==> images/m1.png <==
The bar under the picture is 20 um long.
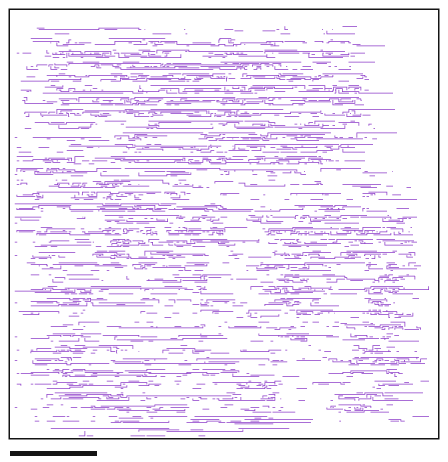
==> images/m2.png <==
The bar under the picture is 20 um long.
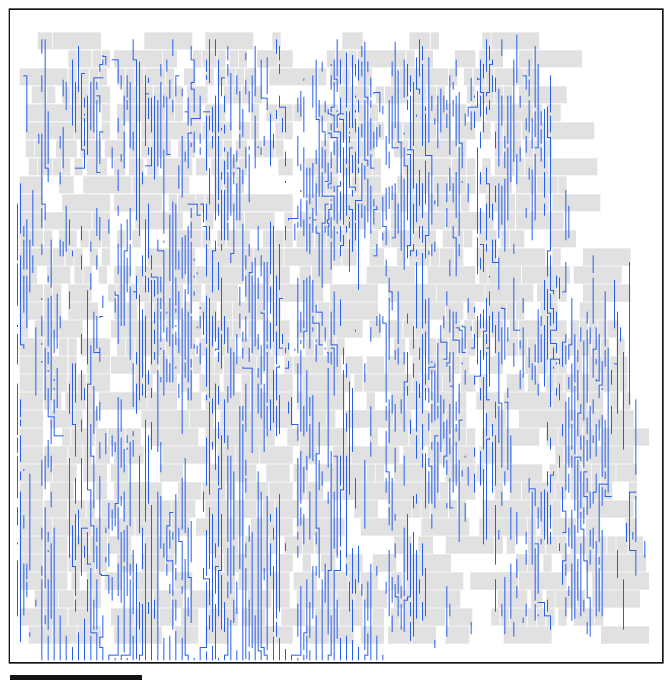
==> images/m3.png <==
The bar under the picture is 20 um long.
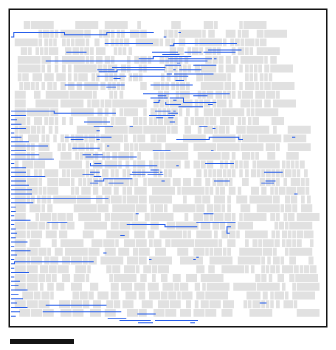
==> images/m4.png <==
The bar under the picture is 20 um long.
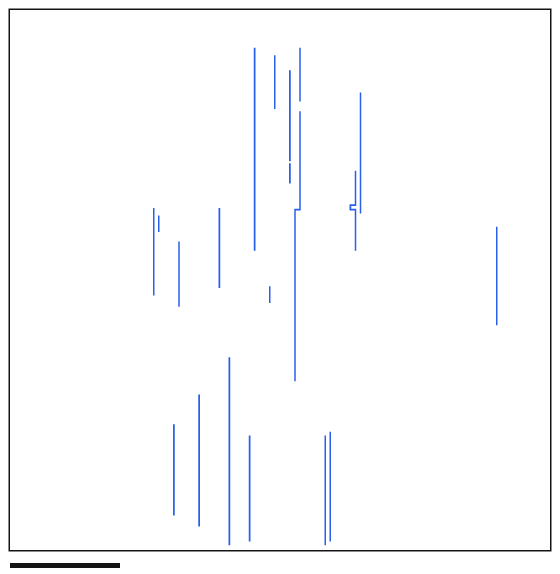
===== src/rtl/display_mode_arbiter_pkg.sv =====
// Shared definitions for the display/button ownership arbiter.
package display_mode_arbiter_pkg;

  localparam logic [1:0] SRC_CLOCK  = 2'd0;
  localparam logic [1:0] SRC_ALARM  = 2'd1;
  localparam logic [1:0] SRC_TIMER  = 2'd2;
  localparam logic [1:0] SRC_SWATCH = 2'd3;

  localparam logic [7:0] BLANK_BYTE = 8'hFF;

  typedef enum logic [1:0] {
    ST_NORMAL,
    ST_BLANK,
    ST_OVR,
    ST_OVR_BLANK
  } arb_state_e;

  // Next enabled source after cur, wrapping mod 4; returns cur if no other is enabled.
  function automatic logic [1:0] next_owner(input logic [1:0] cur, input logic [3:0] en);
    logic [1:0] cand;
    logic       found;
    next_owner = cur;
    found      = 1'b0;
    for (int unsigned i = 1; i < 4; i++) begin
      cand = cur + 2'(i);
      if (!found && en[cand]) begin
        next_owner = cand;
        found      = 1'b1;
      end
    end
  endfunction

endpackage


===== src/rtl/display_mode_arbiter_idle_timer.sv =====
// Saturating idle counter: expires at TIMEOUT_CYC-1 unless held by a busy owner.
module arb_idle_timer #(
  parameter logic [31:0] TIMEOUT_CYC = 32'd3_000_000_000
) (
  input  logic clk,
  input  logic rst,
  input  logic clear,
  input  logic enable,
  input  logic hold,
  output logic expired
);

  logic [31:0] cnt_q, cnt_d;
  logic        at_limit;

  // Count while enabled, clear on activity, saturate at the limit.
  always_comb begin
    at_limit = (cnt_q == TIMEOUT_CYC - 32'd1);
    cnt_d    = cnt_q;
    if (clear)
      cnt_d = '0;
    else if (enable && !at_limit)
      cnt_d = cnt_q + 32'd1;
    expired = enable && at_limit && !hold;
  end

  // Counter register.
  always_ff @(posedge clk) begin
    if (rst) cnt_q <= '0;
    else     cnt_q <= cnt_d;
  end

endmodule


===== src/rtl/display_mode_arbiter.sv =====
// Arbitrates the shared display and buttons among clock/alarm/timer/stopwatch.
module display_mode_arbiter
  import display_mode_arbiter_pkg::*;
#(
  parameter logic [3:0]  SRC_EN      = 4'b1111,
  parameter logic [31:0] TIMEOUT_CYC = 32'd3_000_000_000,
  parameter logic [31:0] BLANK_CYC   = 32'd5_000_000
) (
  input  logic        clk,
  input  logic        rst,
  input  logic        mode_btn,
  input  logic        ent_in,
  input  logic        ret_in,
  input  logic        bstep_in,
  input  logic [3:0]  busy,
  input  logic        alarm_ring,
  input  logic [31:0] seg_in,
  input  logic [31:0] dig_in,
  output logic [3:0]  ent_out,
  output logic [3:0]  ret_out,
  output logic [3:0]  bstep_out,
  output logic [7:0]  segm,
  output logic [7:0]  dign,
  output logic [1:0]  owner,
  output logic        override
);

  arb_state_e  state_q, state_d;
  logic [1:0]  owner_q, owner_d, saved_q, saved_d;
  logic        override_q, override_d;
  logic [31:0] blank_cnt_q, blank_cnt_d;
  logic        mode_prev_q, mode_prev_d;
  logic [2:0]  btn_prev_q, btn_prev_d, rel_q, rel_d;
  logic [7:0]  segm_q, segm_d, dign_q, dign_d;

  logic [2:0]  btn_in, btn_pass;
  logic [1:0]  nxt;
  logic        mode_rise, btn_rise_any, owner_chg;
  logic        in_ovr, in_blank, blank_done;
  logic        tmr_clear, tmr_enable, tmr_expired;

  // Edge detection and state decode.
  always_comb begin
    btn_in       = {bstep_in, ret_in, ent_in};
    mode_prev_d  = mode_btn;
    btn_prev_d   = btn_in;
    mode_rise    = mode_btn && !mode_prev_q;
    btn_rise_any = |(btn_in & ~btn_prev_q);
    in_ovr       = (state_q == ST_OVR) || (state_q == ST_OVR_BLANK);
    in_blank     = (state_q == ST_BLANK) || (state_q == ST_OVR_BLANK);
    blank_done   = (blank_cnt_q == BLANK_CYC - 32'd1);
    nxt          = next_owner(owner_q, SRC_EN);
  end

  // Next-state / ownership logic: alarm > mode edge > idle timeout.
  always_comb begin
    state_d     = state_q;
    owner_d     = owner_q;
    saved_d     = saved_q;
    override_d  = override_q;
    blank_cnt_d = '0;
    if (!in_ovr && alarm_ring) begin
      saved_d    = owner_q;
      owner_d    = SRC_ALARM;
      override_d = 1'b1;
      state_d    = ST_OVR_BLANK;
    end else if (in_ovr && !alarm_ring) begin
      owner_d    = saved_q;
      override_d = 1'b0;
      state_d    = ST_BLANK;
    end else begin
      case (state_q)
        ST_NORMAL: begin
          if (mode_rise) begin
            if (!busy[owner_q] && (nxt != owner_q)) begin
              owner_d = nxt;
              state_d = ST_BLANK;
            end
          end else if (tmr_expired && !btn_rise_any) begin
            owner_d = SRC_CLOCK;
            state_d = ST_BLANK;
          end
        end
        ST_BLANK, ST_OVR_BLANK: begin
          if (blank_done)
            state_d = (state_q == ST_BLANK) ? ST_NORMAL : ST_OVR;
          else
            blank_cnt_d = blank_cnt_q + 32'd1;
        end
        default: ;
      endcase
    end
  end

  // Button routing with per-button release tracking across ownership changes.
  always_comb begin
    owner_chg = (owner_d != owner_q);
    rel_d     = btn_in & (rel_q | {3{owner_chg}});
    btn_pass  = btn_in & ~rel_q & {3{!(owner_chg || in_blank || rst)}};
    ent_out   = btn_pass[0] ? (4'b0001 << owner_q) : '0;
    ret_out   = btn_pass[1] ? (4'b0001 << owner_q) : '0;
    bstep_out = btn_pass[2] ? (4'b0001 << owner_q) : '0;
  end

  // Display mux: owner's bytes, or blank while a blank state is active.
  always_comb begin
    if (in_blank) begin
      segm_d = BLANK_BYTE;
      dign_d = BLANK_BYTE;
    end else begin
      segm_d = seg_in[{owner_q, 3'b000} +: 8];
      dign_d = dig_in[{owner_q, 3'b000} +: 8];
    end
  end

  // Idle timer control.
  always_comb begin
    tmr_clear  = mode_rise || btn_rise_any || owner_chg;
    tmr_enable = (state_q == ST_NORMAL) && (owner_q != SRC_CLOCK);
  end

  arb_idle_timer #(.TIMEOUT_CYC(TIMEOUT_CYC)) u_idle_timer (
    .clk     (clk),
    .rst     (rst),
    .clear   (tmr_clear),
    .enable  (tmr_enable),
    .hold    (busy[owner_q]),
    .expired (tmr_expired)
  );

  // State and output registers.
  always_ff @(posedge clk) begin
    if (rst) begin
      state_q     <= ST_NORMAL;
      owner_q     <= SRC_CLOCK;
      saved_q     <= SRC_CLOCK;
      override_q  <= 1'b0;
      blank_cnt_q <= '0;
      mode_prev_q <= 1'b0;
      btn_prev_q  <= '0;
      rel_q       <= '0;
      segm_q      <= BLANK_BYTE;
      dign_q      <= BLANK_BYTE;
    end else begin
      state_q     <= state_d;
      owner_q     <= owner_d;
      saved_q     <= saved_d;
      override_q  <= override_d;
      blank_cnt_q <= blank_cnt_d;
      mode_prev_q <= mode_prev_d;
      btn_prev_q  <= btn_prev_d;
      rel_q       <= rel_d;
      segm_q      <= segm_d;
      dign_q      <= dign_d;
    end
  end

  assign owner    = owner_q;
  assign override = override_q;
  assign segm     = segm_q;
  assign dign     = dign_q;

endmodule

===== config.mk =====
export PLATFORM = sky130hd
export DESIGN_NAME = display_mode_arbiter
export DESIGN_NICKNAME = d
export VERILOG_FILES = /design/src/rtl/display_mode_arbiter_pkg.sv /design/src/rtl/display_mode_arbiter_idle_timer.sv /design/src/rtl/display_mode_arbiter.sv
export SDC_FILE = /design/constraint.sdc
export NUM_CORES = 1
export LEC_CHECK = 0
export ABC_AREA = 1
export ABC_CLOCK_PERIOD_IN_PS = 7900
export CORE_MARGIN = 1
export CORE_UTILIZATION = 58
export CTS_BUF_LIST = sky130_fd_sc_hd__clkbuf_8
export DETAILED_ROUTE_END_ITERATION = 8
export PLACE_DENSITY = 0.88
export SYNTH_ARGS = -nofsm -noshare
export SYNTH_HDL_FRONTEND = slang
export SYNTH_SLANG_ARGS = --single-unit

===== constraint.sdc =====
create_clock -name clk -period 7.9 [get_ports clk]
set_clock_uncertainty 0.2 [all_clocks]
set_input_delay 1.58 -clock clk [delete_from_list [all_inputs] [get_ports clk]]
set_output_delay 1.58 -clock clk [all_outputs]
set_load 0.01 [all_outputs]

==> flow_summary.json <==
{
  "status": "complete, no violations",
  "yosys_warnings": 0,
  "cp-start-kind": "input pin",
  "busiest_layer": "met2",
  "grt_start_max_net_pins": 41,
  "syn_avg_cell_area_um2": 6.80,
  "top_area_cell": "dfxtp_1",
  "final-clk-cell-share": 0.0303,
  "wl_per_cell_um": 13.8,
  "area_leaders": "dfxtp_1 (35%), nand2_1 (9.9%), nor2_1 (8.0%)",
  "cp.arrival_ns": 4.17,
  "pwr-share-seq": 0.432,
  "hold_end": "rel_q[0]",
  "worst_r2r_path_depth": 15,
  "async_reset_ff_frac": 0,
  "dieHeight_um": 98.5,
  "p_switching_uw": 412,
  "ys_cells": 794,
  "period_minus_slack_ns": 5.95,
  "leakage_uw": 0.00242,
  "ys_ff": 94,
  "ir_drop_mv": 0.108,
  "finalHoldViolations": 0,
  "max_slew.worst_pin.slew_ns": 1.14,
  "clk_latency_ns": 0.37,
  "yosysSeqAreaShare": 0.348,
  "logic_area_um2": 2950,
  "finalCritPeriodShare": 0.753,
  "wl_met1_mm": 5.99,
  "synthesis.nets": 877,
  "overflow": 0,
  "max-clock-path-buffers": 2,
  "highest_layer": "met4",
  "gp_congestion": 0.902,
  "pwr-share-clk": 0.269,
  "finalSetupViolCount": 0,
  "core_um2": 8850,
  "drive_gt1_frac": 0.103,
  "buffer_area_frac": 0.160,
  "firstDrtPassIters": 5,
  "postRouteAntennaNets": 0,
  "final.setup.tns_ns": 0,
  "syn_to_final_growth_pct": 24.0,
  "r2r-start": "owner[1]",
  "rsz0062_at_grt": "no",
  "clk_pin_slew_ns": 0.09,
  "ctsResizeCount": 0,
  "largestClassByArea": "logic gates",
  "p_comb_frac": 0.298,
  "tapCellCount": 108,
  "yosysChipArea_um2": 5400,
  "dp_hpwl_mm": 10.4,
  "inv_count": 122,
  "cts_root_buf": "clkbuf_8",
  "most_common_cell": "nand2_1",
  "seq_share": 0.281,
  "rr_endpoint": "u_idle_timer.cnt_q[6]",
  "antenna_cells": 0,
  "syn_area_um2": 5400,
  "seqCellArea_um2": 1880,
  "crit_start": "busy[2]",
  "nFillCells": 666,
  "io_pins": 106,
  "dr_wl_met3_mm": 1.02,
  "tritoncts": "built",
  "port_buffers": 105,
  "edf_count": 0,
  "p_per_area_nw_per_um2": 183,
  "r2r_slack_ns": 4.11,
  "crit_path_end": "ent_out[0]",
  "non_clock_buffer_count": 108,
  "clock_sinks": 94,
  "antenna_found_initial": 0,
  "grt_pass1_wl_mm": 23.0,
  "p_int_uw": 813,
  "via_per_inst": 5.51,
  "drc": 0,
  "fmax_ghz": 0.168,
  "final_nets": 972,
  "htreeDepth": 3,
  "synth_top_area_share": 0.348,
  "cts_buffers": 9,
  "drv_cap": 0,
  "vias": 5518,
  "cp-end-kind": "output pin",
  "most-common-layout-cells": "nand2_1 (142), inv_1 (115), nor2_1 (115), clkdlybuf4s50_1 (105), dfxtp_1 (94)",
  "die_area_um2": 9700,
  "crit_type": "input pin to output pin",
  "first_global_vias": 5261,
  "die_w_um": 98.5,
  "hold_class": "register to register",
  "drt_iter0_drc": 358,
  "comb_cells": 554,
  "initial_core_util": 0.610,
  "holdPathStages": 2,
  "sh_comb_area": 0.440,
  "n_sequential_cell": 94,
  "worstPathRequired_ns": 6.12,
  "grt_use_met1": 0.365,
  "met3_usage": 0.0745,
  "layout.clock_buffers": 9,
  "synthTopCellsByCount": "nand2_1 (142), nor2_1 (115), inv_1 (114)",
  "routed_wl_mm": 13.8,
  "switching_share": 0.336,
  "fin_util": 0.757,
  "synthCells": 794,
  "slew_headroom": 0.238,
  "warning_count": 30,
  "num_rows": 34,
  "grt.met2_usage": 0.495,
  "yosys.cell_types.count": 35,
  "post-cts-setup-buffers": 0
}
-- m1.png (at the start) --
longest straight run	30.4 um
wire length on this layer	5990 um
nets with wire on the layer	910
main direction	horizontal

-- m2.png (at the start) --
main direction	vertical
share of all routed wire	47%
longest straight run	35.5 um
wire length on this layer	6420 um

-- m3.png (at the start) --
longest straight run	50.1 um
share of all routed wire	7.4%
nets with wire on the layer	124

-- m4.png (at the start) --
nets with wire on the layer	19
main direction	vertical
wire length on this layer	360 um

## stage by stage
step / cell area, um^2 / power (uW) / cells / setup slack (ns) / hold slack [ns]
6_report: 6700 / 1220 / 1002 / 1.95 / 0.280
5_1_grt: 6700 / 1280 / 1002 / 1.68 / 0.302
4_1_cts: 6700 / 1230 / 1002 / 1.97 / 0.280
3_5_place_dp: 6490 / 899 / 986 / 1.99 / 0.266
3_3_place_gp: 6490 / 888 / 986 / 2.12 / 0.262
2_1_floorplan: 5400 / 755 / 794 / 3.23 / 0.241
## power by group through the flow
stage | Sequential [uW] | Combinational, uW | Clock, uW
3_3_place_gp | 538 | 351 | 0
5_1_grt | 532 | 400 | 352
4_1_cts | 529 | 363 | 334
3_5_place_dp | 539 | 359 | 0
2_1_floorplan | 545 | 210 | 0
6_report | 529 | 365 | 330
## worst max-delay path, stage by stage
cell and delay, ns:
clkdlybuf4s50_1 0.40, inv_1 0.05, nand2_1 0.05, nand3_1 0.12, nand2_1 0.13, o21ai_0 0.27
nand3_1 0.16, nand2_2 0.10, nand2_1 0.06, nand2_1 0.08, nand2_2 0.07, nor2_4 0.22
nand3_1 0.20, nor2_1 0.14, clkdlybuf4s50_1 0.55
## cells by family after synthesis
logic type                 synth area share
DFF                                   0.348
AOI/OAI and AO/OA                     0.105
buffers and inverters                 0.106
and+or+nand+nor                       0.360
adders and majority gates            0.0185
xor gates and xnor gates             0.0616
## state kept, by name, indices dropped and copies added, names as in the netlist
name / cells
dign: 8
owner: 2
override: 1
btn_prev_q: 3
segm: 8
rel_q: 3
state_q: 2
blank_cnt_q: 32
saved_q: 2
u_idle_timer.cnt_q: 32
mode_prev_q: 1
Power and IR drop assume default switching activity.
